### Metal 1

Bar = 50 um. Supply wires on this layer in grey.
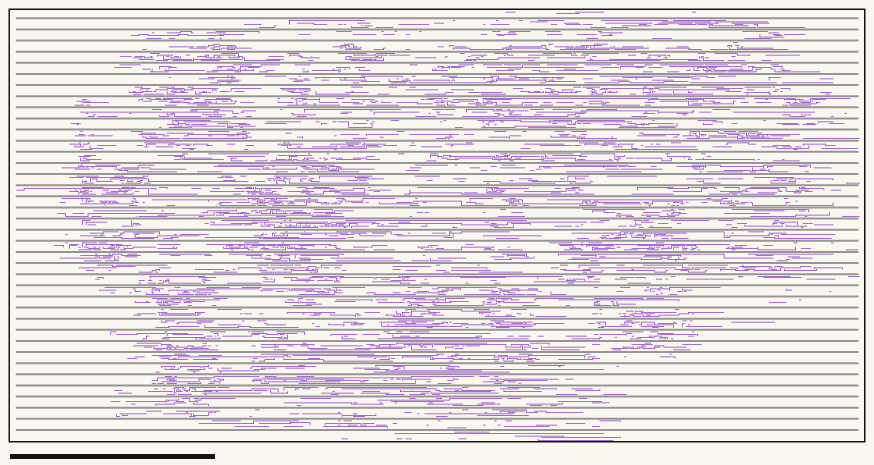
### The metal 2 layer

Cells faint in the background.
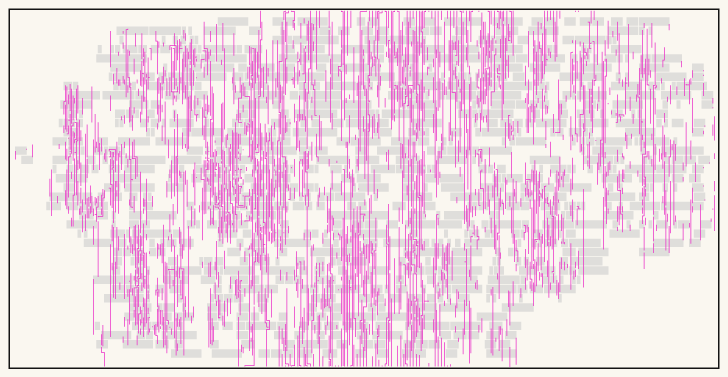
### Met3 routing

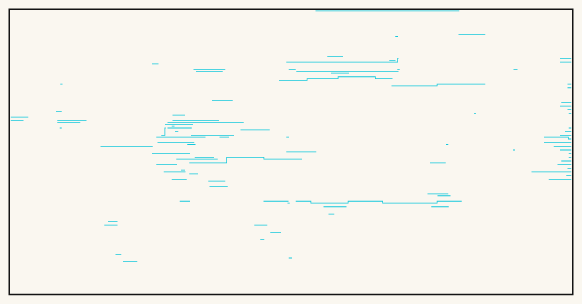
**config.mk**
```make
export PLATFORM = sky130hd
export DESIGN_NAME = pll_spi_sequencer
export DESIGN_NICKNAME = d
export VERILOG_FILES = /design/src/rtl/pll_seq_pkg.sv /design/src/rtl/seq_countdown.sv /design/src/rtl/pll_spi_sequencer.sv
export SDC_FILE = /design/constraint.sdc
export NUM_CORES = 1
export LEC_CHECK = 0
export CAP_MARGIN = 20
export CORE_ASPECT_RATIO = 0.5
export CORE_UTILIZATION = 35
export CTS_CLUSTER_SIZE = 20
export DETAILED_ROUTE_END_ITERATION = 12
export HOLD_SLACK_MARGIN = 0.08
export RECOVER_POWER = 50
export SLEW_MARGIN = 40
export SYNTH_ARGS = -nofsm -noshare
export SYNTH_HDL_FRONTEND = slang
export SYNTH_HIERARCHICAL = 1
export SYNTH_SLANG_ARGS = --single-unit
export TNS_END_PERCENT = 50
```
**constraint.sdc**
```tcl
create_clock -name clk -period 2.4 [get_ports clk]
set_clock_uncertainty 0.05 [all_clocks]
set_input_delay 0.6 -clock clk [delete_from_list [all_inputs] [get_ports clk]]
set_output_delay 0.6 -clock clk [all_outputs]
set_load 0.05 [all_outputs]
```
**src/rtl/pll_seq_pkg.sv**
```systemverilog
// Shared opcodes, FSM states and error codes for the PLL SPI bring-up sequencer.
package pll_seq_pkg;

  localparam logic [2:0] OP_WRITE = 3'd0;
  localparam logic [2:0] OP_READ  = 3'd1;
  localparam logic [2:0] OP_RMW   = 3'd2;
  localparam logic [2:0] OP_POLL  = 3'd3;
  localparam logic [2:0] OP_CHECK = 3'd4;
  localparam logic [2:0] OP_WAIT  = 3'd5;
  localparam logic [2:0] OP_END   = 3'd7;

  localparam logic [1:0] ERR_NONE    = 2'd0;
  localparam logic [1:0] ERR_TIMEOUT = 2'd1;
  localparam logic [1:0] ERR_CHECK   = 2'd2;
  localparam logic [1:0] ERR_POLL    = 2'd3;

  typedef enum logic [2:0] {
    StHold,
    StFetch,
    StIssue,
    StWaitDone,
    StEval,
    StDelay,
    StDone,
    StFail
  } state_e;

endpackage

```
**src/rtl/seq_countdown.sv**
```systemverilog
// Loadable down-counter that stops at zero and flags it.
module seq_countdown #(
  parameter int          W       = 8,
  parameter logic [W-1:0] RST_VAL = '0
) (
  input  logic         clk,
  input  logic         reset_n,
  input  logic         i_load,
  input  logic [W-1:0] i_load_val,
  input  logic         i_dec,
  output logic         o_zero
);

  logic [W-1:0] r_count;

  always_ff @(posedge clk or negedge reset_n) begin
    if (!reset_n) begin
      r_count <= RST_VAL;
    end else if (i_load) begin
      r_count <= i_load_val;
    end else if (i_dec && (r_count != '0)) begin
      r_count <= r_count - W'(1);
    end
  end

  assign o_zero = (r_count == '0);

endmodule

```
**src/rtl/pll_spi_sequencer.sv**
```systemverilog
// Script-driven SPI register sequencer: holds the PLL in reset, then runs
// write/read/RMW/poll/check/wait steps from an external ROM and reports status.
module pll_spi_sequencer
  import pll_seq_pkg::*;
#(
  parameter int ADDR_W       = 8,
  parameter int DATA_W       = 8,
  parameter int N_STEPS      = 16,
  parameter int N_CAPT       = 8,
  parameter int RESET_WAIT   = 200,
  parameter int DONE_TIMEOUT = 4096,
  parameter int POLL_MAX     = 256,
  localparam int STEP_W      = $clog2(N_STEPS),
  localparam int CAPT_W      = $clog2(N_CAPT)
) (
  input  logic                     clk,
  input  logic                     reset_n,
  input  logic                     start,
  output logic [STEP_W-1:0]        step_idx,
  input  logic [2:0]               step_op,
  input  logic [ADDR_W-1:0]        step_addr,
  input  logic [DATA_W-1:0]        step_data,
  input  logic [DATA_W-1:0]        step_mask,
  input  logic [CAPT_W-1:0]        step_capt,
  output logic                     if_read,
  output logic                     if_write,
  output logic [ADDR_W-1:0]        if_addr,
  output logic [DATA_W-1:0]        if_wdata,
  input  logic [DATA_W-1:0]        if_rdata,
  input  logic                     if_done,
  output logic                     if_reset,
  output logic                     pll_reset,
  output logic [N_CAPT*DATA_W-1:0] capt_data,
  output logic                     busy,
  output logic                     done,
  output logic                     error,
  output logic [STEP_W-1:0]        err_step,
  output logic [1:0]               err_code
);

  localparam int HOLD_W = $clog2(RESET_WAIT + 1);
  localparam int TO_W   = $clog2(DONE_TIMEOUT + 1);
  localparam int POLL_W = $clog2(POLL_MAX + 1);
  localparam logic [HOLD_W-1:0] HOLD_INIT = HOLD_W'(RESET_WAIT - 1);
  localparam logic [TO_W-1:0]   TO_INIT   = TO_W'(DONE_TIMEOUT - 1);
  localparam logic [POLL_W-1:0] POLL_INIT = POLL_W'(POLL_MAX - 1);

  state_e             r_state;
  logic [STEP_W-1:0]  r_step_idx, r_err_step;
  logic [1:0]         r_err_code;
  logic               r_done, r_error, r_pll_reset, r_if_reset;
  logic               r_if_read, r_if_write, r_rmw_wr;
  logic [ADDR_W-1:0]  r_if_addr;
  logic [DATA_W-1:0]  r_if_wdata, r_rdata;
  logic [DATA_W-1:0]  r_capt [N_CAPT];

  logic               w_start_ok, w_last, w_hit;
  logic               w_hold_zero, w_to_zero, w_dly_zero, w_poll_zero;
  state_e             w_adv_state;
  logic [STEP_W-1:0]  w_adv_idx;

  assign w_start_ok  = start && ((r_state == StDone) || (r_state == StFail));
  assign w_last      = (r_step_idx == STEP_W'(N_STEPS - 1));
  assign w_adv_state = w_last ? StDone : StFetch;
  assign w_adv_idx   = w_last ? r_step_idx : r_step_idx + STEP_W'(1);
  // Shared by POLL and CHECK: only masked bits take part in the compare.
  assign w_hit       = ((r_rdata ^ step_data) & step_mask) == '0;

  seq_countdown #(.W(HOLD_W), .RST_VAL(HOLD_INIT)) u_hold_cnt (
    .clk        (clk),
    .reset_n    (reset_n),
    .i_load     (w_start_ok),
    .i_load_val (HOLD_INIT),
    .i_dec      (r_state == StHold),
    .o_zero     (w_hold_zero)
  );

  seq_countdown #(.W(TO_W), .RST_VAL(TO_INIT)) u_timeout_cnt (
    .clk        (clk),
    .reset_n    (reset_n),
    .i_load     (r_state == StIssue),
    .i_load_val (TO_INIT),
    .i_dec      (r_state == StWaitDone),
    .o_zero     (w_to_zero)
  );

  seq_countdown #(.W(DATA_W), .RST_VAL('0)) u_delay_cnt (
    .clk        (clk),
    .reset_n    (reset_n),
    .i_load     ((r_state == StFetch) && (step_op == OP_WAIT)),
    .i_load_val (step_data - DATA_W'(1)),
    .i_dec      (r_state == StDelay),
    .o_zero     (w_dly_zero)
  );

  seq_countdown #(.W(POLL_W), .RST_VAL(POLL_INIT)) u_poll_cnt (
    .clk        (clk),
    .reset_n    (reset_n),
    .i_load     ((r_state == StFetch) && (step_op == OP_POLL)),
    .i_load_val (POLL_INIT),
    .i_dec      ((r_state == StEval) && (step_op == OP_POLL) && !w_hit),
    .o_zero     (w_poll_zero)
  );

  always_ff @(posedge clk or negedge reset_n) begin
    if (!reset_n) begin
      r_state     <= StHold;
      r_step_idx  <= '0;
      r_err_step  <= '0;
      r_err_code  <= ERR_NONE;
      r_done      <= 1'b0;
      r_error     <= 1'b0;
      r_pll_reset <= 1'b0;
      r_if_reset  <= 1'b0;
      r_if_read   <= 1'b0;
      r_if_write  <= 1'b0;
      r_rmw_wr    <= 1'b0;
      r_if_addr   <= '0;
      r_if_wdata  <= '0;
      r_rdata     <= '0;
      for (int k = 0; k < N_CAPT; k++) r_capt[k] <= '0;
    end else begin
      r_if_read  <= 1'b0;
      r_if_write <= 1'b0;
      unique case (r_state)
        StHold: begin
          if (w_hold_zero) begin
            r_state     <= StFetch;
            r_pll_reset <= 1'b1;
            r_if_reset  <= 1'b1;
          end
        end
        StFetch: begin
          r_rmw_wr <= 1'b0;
          case (step_op)
            OP_WRITE, OP_READ, OP_RMW, OP_POLL, OP_CHECK: r_state <= StIssue;
            OP_WAIT: begin
              if (step_data != '0) begin
                r_state <= StDelay;
              end else begin
                r_state    <= w_adv_state;
                r_done     <= w_last;
                r_step_idx <= w_adv_idx;
              end
            end
            OP_END: begin
              r_state <= StDone;
              r_done  <= 1'b1;
            end
            default: begin
              r_state    <= w_adv_state;
              r_done     <= w_last;
              r_step_idx <= w_adv_idx;
            end
          endcase
        end
        StIssue: begin
          r_if_addr <= step_addr;
          r_state   <= StWaitDone;
          // The RMW write phase keeps the merged data prepared in EVAL.
          if ((step_op == OP_WRITE) || r_rmw_wr) begin
            r_if_write <= 1'b1;
            if (!r_rmw_wr) r_if_wdata <= step_data;
          end else begin
            r_if_read  <= 1'b1;
            r_if_wdata <= '0;
          end
        end
        StWaitDone: begin
          if (if_done) begin
            r_rdata <= if_rdata;
            r_state <= StEval;
          end else if (w_to_zero) begin
            r_state    <= StFail;
            r_error    <= 1'b1;
            r_err_step <= r_step_idx;
            r_err_code <= ERR_TIMEOUT;
          end
        end
        StEval: begin
          if ((step_op == OP_RMW) && !r_rmw_wr) begin
            r_if_wdata <= (r_rdata & ~step_mask) | (step_data & step_mask);
            r_rmw_wr   <= 1'b1;
            r_state    <= StIssue;
          end else if ((step_op == OP_POLL) && !w_hit) begin
            if (w_poll_zero) begin
              r_state    <= StFail;
              r_error    <= 1'b1;
              r_err_step <= r_step_idx;
              r_err_code <= ERR_POLL;
            end else begin
              r_state <= StIssue;
            end
          end else if ((step_op == OP_CHECK) && !w_hit) begin
            r_state    <= StFail;
            r_error    <= 1'b1;
            r_err_step <= r_step_idx;
            r_err_code <= ERR_CHECK;
          end else begin
            if (step_op == OP_READ) r_capt[step_capt] <= r_rdata;
            r_state    <= w_adv_state;
            r_done     <= w_last;
            r_step_idx <= w_adv_idx;
          end
        end
        StDelay: begin
          if (w_dly_zero) begin
            r_state    <= w_adv_state;
            r_done     <= w_last;
            r_step_idx <= w_adv_idx;
          end
        end
        StDone, StFail: begin
          if (start) begin
            r_state     <= StHold;
            r_step_idx  <= '0;
            r_done      <= 1'b0;
            r_error     <= 1'b0;
            r_err_step  <= '0;
            r_err_code  <= ERR_NONE;
            r_pll_reset <= 1'b0;
            r_if_reset  <= 1'b0;
            for (int k = 0; k < N_CAPT; k++) r_capt[k] <= '0;
          end
        end
      endcase
    end
  end

  for (genvar k = 0; k < N_CAPT; k++) begin : g_capt
    assign capt_data[k*DATA_W +: DATA_W] = r_capt[k];
  end

  assign step_idx  = r_step_idx;
  assign if_read   = r_if_read;
  assign if_write  = r_if_write;
  assign if_addr   = r_if_addr;
  assign if_wdata  = r_if_wdata;
  assign if_reset  = r_if_reset;
  assign pll_reset = r_pll_reset;
  assign busy      = !((r_state == StDone) || (r_state == StFail));
  assign done      = r_done;
  assign error     = r_error;
  assign err_step  = r_err_step;
  assign err_code  = r_err_code;

endmodule

```
==> PnR_summary.wiki <==
=== Synthesis and place and route ===
{| class="wikitable"
! Metric !! Value
|-
| Reg-to-Reg Start || u_delay_cnt/r_count[0]
|-
| Setup violators final || 0
|-
| Post-place setup slack || -0.5801 ns
|-
| Result of the run || finished, final reports clean
|-
| Worst Setup SP || u_delay_cnt/r_count[0]
|-
| Netlist cell types || 88
|-
| Multi-input gate count || 615
|-
| Leading area contributor after synthesis || sky130_fd_sc_hd__dfrtp_1
|-
| Launch instance of the worst min-delay path || capt_data[39]
|-
| Worst stage delay on the critical path || 0.39 ns
|-
| Top area cells in the synthesized netlist || sky130_fd_sc_hd__dfrtp_1, sky130_fd_sc_hd__dfstp_2, sky130_fd_sc_hd__nand2_1, sky130_fd_sc_hd__o21ai_1, sky130_fd_sc_hd__nor2_1
|-
| Hold/Removal Path Class || reg -> reg
|-
| Clock latency reported for the late side of the worst-skew pair || 0.44 ns
|-
| Average detailed-routed wire length per instance || 16.75 um
|-
| Number of port buffers || 138
|-
| Number of warnings in the stage logs || 32
|-
| Iteration tally of the first detailed-router pass || 5
|-
| Period Utilization, post-route || 0.9731
|-
| Maximum capacitance violations || 0
|-
| Standard-cell row count || 37
|-
| Number of buffers and inverters on the critical path || 8
|-
| Post-synth regs || 145
|-
| Initial antenna violation count || 0
|-
| Longest Clk Path Bufs || 2
|-
| Most instantiated library cell after synthesis || sky130_fd_sc_hd__nand2_1
|-
| Number of global-route vias before repair || 7043
|-
| CP Data Required Time || 2.65 ns
|-
| Finished layout cell area || 10980 um^2
|-
| Netlist area before placement || 7482 um^2
|-
| Total clock sinks || 145
|-
| Post_cts resized || 16
|-
| Layout overhead on the synthesized area || 46.74%
|-
| Worst path depth || 14
|-
| Number of inserted diodes || 0
|-
| Number of antenna-violating nets in the routed design || 0
|-
| Busiest metal layer after global routing || met2
|-
| FFs & Latches || 145
|-
| Critical path startpoint category || flip-flop
|-
| Most area-hungry cell class in the final design || logic gates
|-
| TritonCTS clock tree || yes
|}
Back to the opening pictures, 'Metal 1':
The layer carries 10900 um of wire. 1051 nets have wire on it.

Back to the opening pictures, 'The metal 2 layer':
940 nets have wire on it. The longest straight run is 58.0 um.

Back to the opening pictures, 'Met3 routing':
The wires run mostly horizontal. 74 nets have wire on it. The longest straight run is 53.1 um. The layer carries 817 um of wire. The layer holds 3.6% of the routed length.

==> report_power, final <==
group | switching [mW] | internal (mW)
sequential | 0.756 | 3.37
clock | 1.17 | 1.47
combinational | 3.27 | 2.34
==> cell families (layout without fill, tap and decap cells) <==
kind of cell               count (synthesis)  in the layout  share of synthesized area
AOI/OAI and AO/OA                        217            217                     0.1900
xor gates and xnor gates                  15             15                    0.01756
adders and majority gates                 10             10                    0.01672
buffers and inverters                     62            338                    0.03813
DFF                                      145            145                     0.4891
muxes                                     19             19                    0.02876
other                                      2             30                   0.001004
and+or+nand+nor                          324            324                     0.2187
